$ cat config.mk
export PLATFORM = sky130hd
export DESIGN_NAME = audio_dac_serializer
export DESIGN_NICKNAME = d
export VERILOG_FILES = /design/src/rtl/audio_dac_serializer.sv
export SDC_FILE = /design/constraint.sdc
export NUM_CORES = 1
export LEC_CHECK = 0
export CAP_MARGIN = 20
export CELL_PAD_IN_SITES_DETAIL_PLACEMENT = 1
export CELL_PAD_IN_SITES_GLOBAL_PLACEMENT = 1
export CORE_MARGIN = 2
export CORE_UTILIZATION = 30
export DETAILED_ROUTE_END_ITERATION = 10
export GPL_ROUTABILITY_DRIVEN = 0
export GPL_TIMING_DRIVEN = 1
export HOLD_SLACK_MARGIN = 0.08
export PLACE_DENSITY = 0.59
export SYNTH_ARGS = -nofsm -noshare
export SYNTH_HDL_FRONTEND = slang
export SYNTH_SLANG_ARGS = --single-unit
$ cat constraint.sdc
create_clock -name clk -period 4.1 [get_ports clk]
set_input_delay 0.82 -clock clk [delete_from_list [all_inputs] [get_ports clk]]
set_output_delay 0.82 -clock clk [all_outputs]
set_load 0.005 [all_outputs]
$ cat src/rtl/audio_dac_serializer.sv
// Stereo sample FIFO feeding a left-justified DAC serializer, one pair per FRAME_LEN-clock frame.
// Latency: a queued pair loads at the next frame boundary and its MSB appears one clock later.
// Backpressure: in_ready is low while the frame FIFO is full. Optional AUDIO_DAC_HOLD_ON_UNDERRUN_EN.
module audio_dac_serializer #(
    parameter int DATA_W    = 16,
    parameter int FRAME_LEN = 250,
    parameter int FIFO_AW   = 4
) (
    input  logic                clk,
    input  logic                reset_n,
    input  logic                enable,
    input  logic                in_valid,
    output logic                in_ready,
    input  logic [DATA_W-1:0]   in_left,
    input  logic [DATA_W-1:0]   in_right,
    output logic                aud_daclrck,
    output logic                aud_dacdat,
    output logic [FIFO_AW:0]    fifo_level,
    output logic                underrun,
    output logic [15:0]         underrun_count
);

    typedef struct packed {
        logic [DATA_W-1:0] left;
        logic [DATA_W-1:0] right;
    } pair_t;

    localparam int DEPTH = 1 << FIFO_AW;
    localparam int CNT_W = $clog2(FRAME_LEN + 1);

    localparam logic [CNT_W-1:0]   CNT_LAST   = CNT_W'(FRAME_LEN - 1);
    localparam logic [CNT_W-1:0]   CNT_ONE    = CNT_W'(1);
    localparam logic [CNT_W-1:0]   CNT_HALF   = CNT_W'(FRAME_LEN / 2);
    localparam logic [CNT_W-1:0]   L_END      = CNT_W'(DATA_W);
    localparam logic [CNT_W-1:0]   R_END      = CNT_W'(FRAME_LEN / 2 + DATA_W);
    localparam logic [FIFO_AW:0]   LEVEL_ONE  = (FIFO_AW + 1)'(1);
    localparam logic [FIFO_AW:0]   LEVEL_FULL = (FIFO_AW + 1)'(DEPTH);
    localparam logic [FIFO_AW-1:0] PTR_ONE    = FIFO_AW'(1);

    pair_t              mem [DEPTH];
    pair_t              push_dat;
    pair_t              head_dat;
    pair_t              load_dat;
    logic [FIFO_AW-1:0] wr_ptr;
    logic [FIFO_AW-1:0] rd_ptr;
    logic [FIFO_AW:0]   level_nxt;
    logic               fifo_empty;
    logic               push_vld;
    logic               load_vld;
    logic               pop_vld;

    logic [CNT_W-1:0]   cnt;
    logic [DATA_W-1:0]  left_sr;
    logic [DATA_W-1:0]  right_sr;

    assign push_dat   = '{left: in_left, right: in_right};
    assign head_dat   = mem[rd_ptr];
    assign fifo_empty = (fifo_level == '0);
    assign push_vld   = in_valid && in_ready;
    assign load_vld   = enable && (cnt == CNT_LAST);
    // A load against an empty FIFO is an underrun even if a push lands in the same cycle.
    assign pop_vld    = load_vld && !fifo_empty;

    always_comb begin
        level_nxt = fifo_level;
        if (push_vld && !pop_vld) begin
            level_nxt = fifo_level + LEVEL_ONE;
        end else if (pop_vld && !push_vld) begin
            level_nxt = fifo_level - LEVEL_ONE;
        end
    end

    always_ff @(posedge clk) begin
        if (reset_n && push_vld) begin
            mem[wr_ptr] <= push_dat;
        end
    end

    always_ff @(posedge clk) begin
        if (!reset_n) begin
            wr_ptr     <= '0;
            rd_ptr     <= '0;
            fifo_level <= '0;
            in_ready   <= 1'b0;
        end else begin
            if (push_vld) begin
                wr_ptr <= wr_ptr + PTR_ONE;
            end
            if (pop_vld) begin
                rd_ptr <= rd_ptr + PTR_ONE;
            end
            fifo_level <= level_nxt;
            in_ready   <= (level_nxt != LEVEL_FULL);
        end
    end

`ifdef AUDIO_DAC_HOLD_ON_UNDERRUN_EN
    // Last pair actually popped; replayed whenever a frame finds the FIFO empty.
    pair_t held_dat;

    always_ff @(posedge clk) begin
        if (!reset_n) begin
            held_dat <= '0;
        end else if (pop_vld) begin
            held_dat <= head_dat;
        end
    end

    assign load_dat = pop_vld ? head_dat : held_dat;
`else
    assign load_dat = pop_vld ? head_dat : '0;
`endif

    always_ff @(posedge clk) begin
        if (!reset_n) begin
            underrun       <= 1'b0;
            underrun_count <= '0;
        end else begin
            underrun <= load_vld && fifo_empty;
            if (load_vld && fifo_empty && (underrun_count != 16'hFFFF)) begin
                underrun_count <= underrun_count + 16'd1;
            end
        end
    end

    // Outputs are registered from the pre-edge counter, so value k appears one clock after cnt==k.
    always_ff @(posedge clk) begin
        if (!reset_n) begin
            cnt         <= CNT_LAST;
            left_sr     <= '0;
            right_sr    <= '0;
            aud_daclrck <= 1'b0;
            aud_dacdat  <= 1'b0;
        end else if (!enable) begin
            cnt         <= CNT_LAST;
            aud_daclrck <= 1'b0;
            aud_dacdat  <= 1'b0;
        end else begin
            aud_daclrck <= (cnt < CNT_HALF);
            aud_dacdat  <= 1'b0;
            if (load_vld) begin
                cnt      <= '0;
                left_sr  <= load_dat.left;
                right_sr <= load_dat.right;
            end else begin
                cnt <= cnt + CNT_ONE;
                if (cnt < L_END) begin
                    aud_dacdat <= left_sr[DATA_W-1];
                    left_sr    <= left_sr << 1;
                end else if ((cnt >= CNT_HALF) && (cnt < R_END)) begin
                    aud_dacdat <= right_sr[DATA_W-1];
                    right_sr   <= right_sr << 1;
                end
            end
        end
    end

endmodule

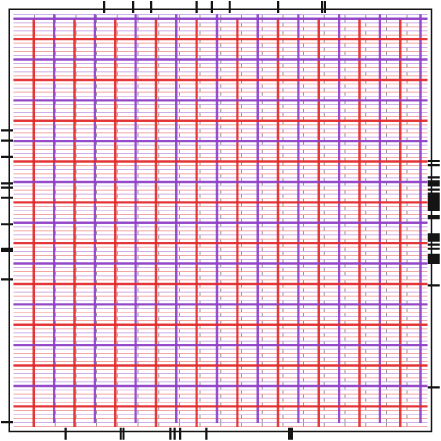
pdn.png
(1.5 px per µm) Pins as bars on the die edge. Tap cells in gray.
legend:
  red:
    net: VSS
  purple:
    net: VDD
tap cells: 978
signal pins: 61
met1 rails: 102

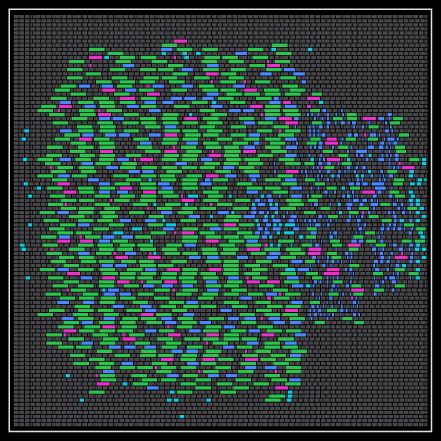
cell_classes.png
(1.5 px per µm) Fill, decap, tap and diode cells in gray.
legend:
  cyan:
    class: other buffers and delay cells
    cells: 104
    share_of_their_area: 3.9%
  green:
    class: flip-flops
    cells: 589
    share_of_their_area: 65%
  magenta:
    class: clock drivers and dummy loads
    cells: 120
    share_of_their_area: 7.8%
  blue:
    class: all other logic
    cells: 521
    share_of_their_area: 23%

==> flow_summary_export.csv <==
group,metric,value,unit
power,switching_share,0.2300,
logic_synthesis,ys_top_cells_by_area,"sky130_fd_sc_hd__edfxtp_1, sky130_fd_sc_hd__mux4_2, sky130_fd_sc_hd__dfxtp_1, sky130_fd_sc_hd__nand3_1, sky130_fd_sc_hd__nor2_1",
logic_synthesis,ys_area,0.02294,mm²
cts,clock.latency.late_pin,0.60,ns
logic_synthesis,synth_sequential_area_ratio,0.7373,
logic_synthesis,ys_cells,1182,
cts,cts.hold.buffers_added,0,
logic_synthesis,netlist.top_cell.by_area,"sky130_fd_sc_hd__edfxtp_1",
cts,cts_max_path_buffers,3,
logic_synthesis,most_common_cell,"sky130_fd_sc_hd__edfxtp_1",
final_layout,flip_flop_and_latch_share_of_the_layout_cell_area,0.6253,
floorplanning,coreArea,0.07582,mm²
grt,grt_pass1_vias,12393,
final_layout,antenna-diode-count,1,
power,share_comb_of_total_power,0.093,
run_status,run_status,"completed",
final_layout,layout.filler_cells,7501,
power,power.net_switching,3.087,mW
logic_synthesis,mean_instance_size_in_the_synthesized_netlist,19.41,µm²
power,top_power_group,"sequential cells",
routing,route.met3.wl,2236,µm
power,seqPwrFrac,0.500,
final_layout,nFlopsAndLatches,589,
final_layout,combGateArea,0.005862,mm²
cts,post-cts-setup-buffer-count,0,
final_timing,fmaxAchievable,346.8,MHz
routing,drcViolationCount,0,
routing,wirelength,52770,µm
final_timing,slew_headroom,0.2823,
grt,grt-busiest-layer,"met2",
place,postPlaceCellArea,0.02506,mm²
final_timing,setup_viol_count_final,0,
final_layout,flop_area,0.01693,mm²
critical_path,worstSetupEndpointType,"flop",
min_path,depth_of_the_worst_hold_timing_path,2,
final_timing,fin_hold_ws,0.4721,ns
routing,route.vias.total,11419,
power,p_int,10.33,mW
place,detailed_place_hpwl,32590,µm
final_layout,final_cell_area,0.02707,mm²
min_path,hp-class,"reg -> reg",
critical_path,crit-reg2reg-launch,"fifo_level[0]",
critical_path,timing.critical_path.arrival,3.35,ns
final_layout,layoutNonFillerInstCount,2313,
grt,grt_use_met1,0.1897,
final_timing,finClkSkew,0.02831,ns
Power is estimated from default activity; no workload was simulated.
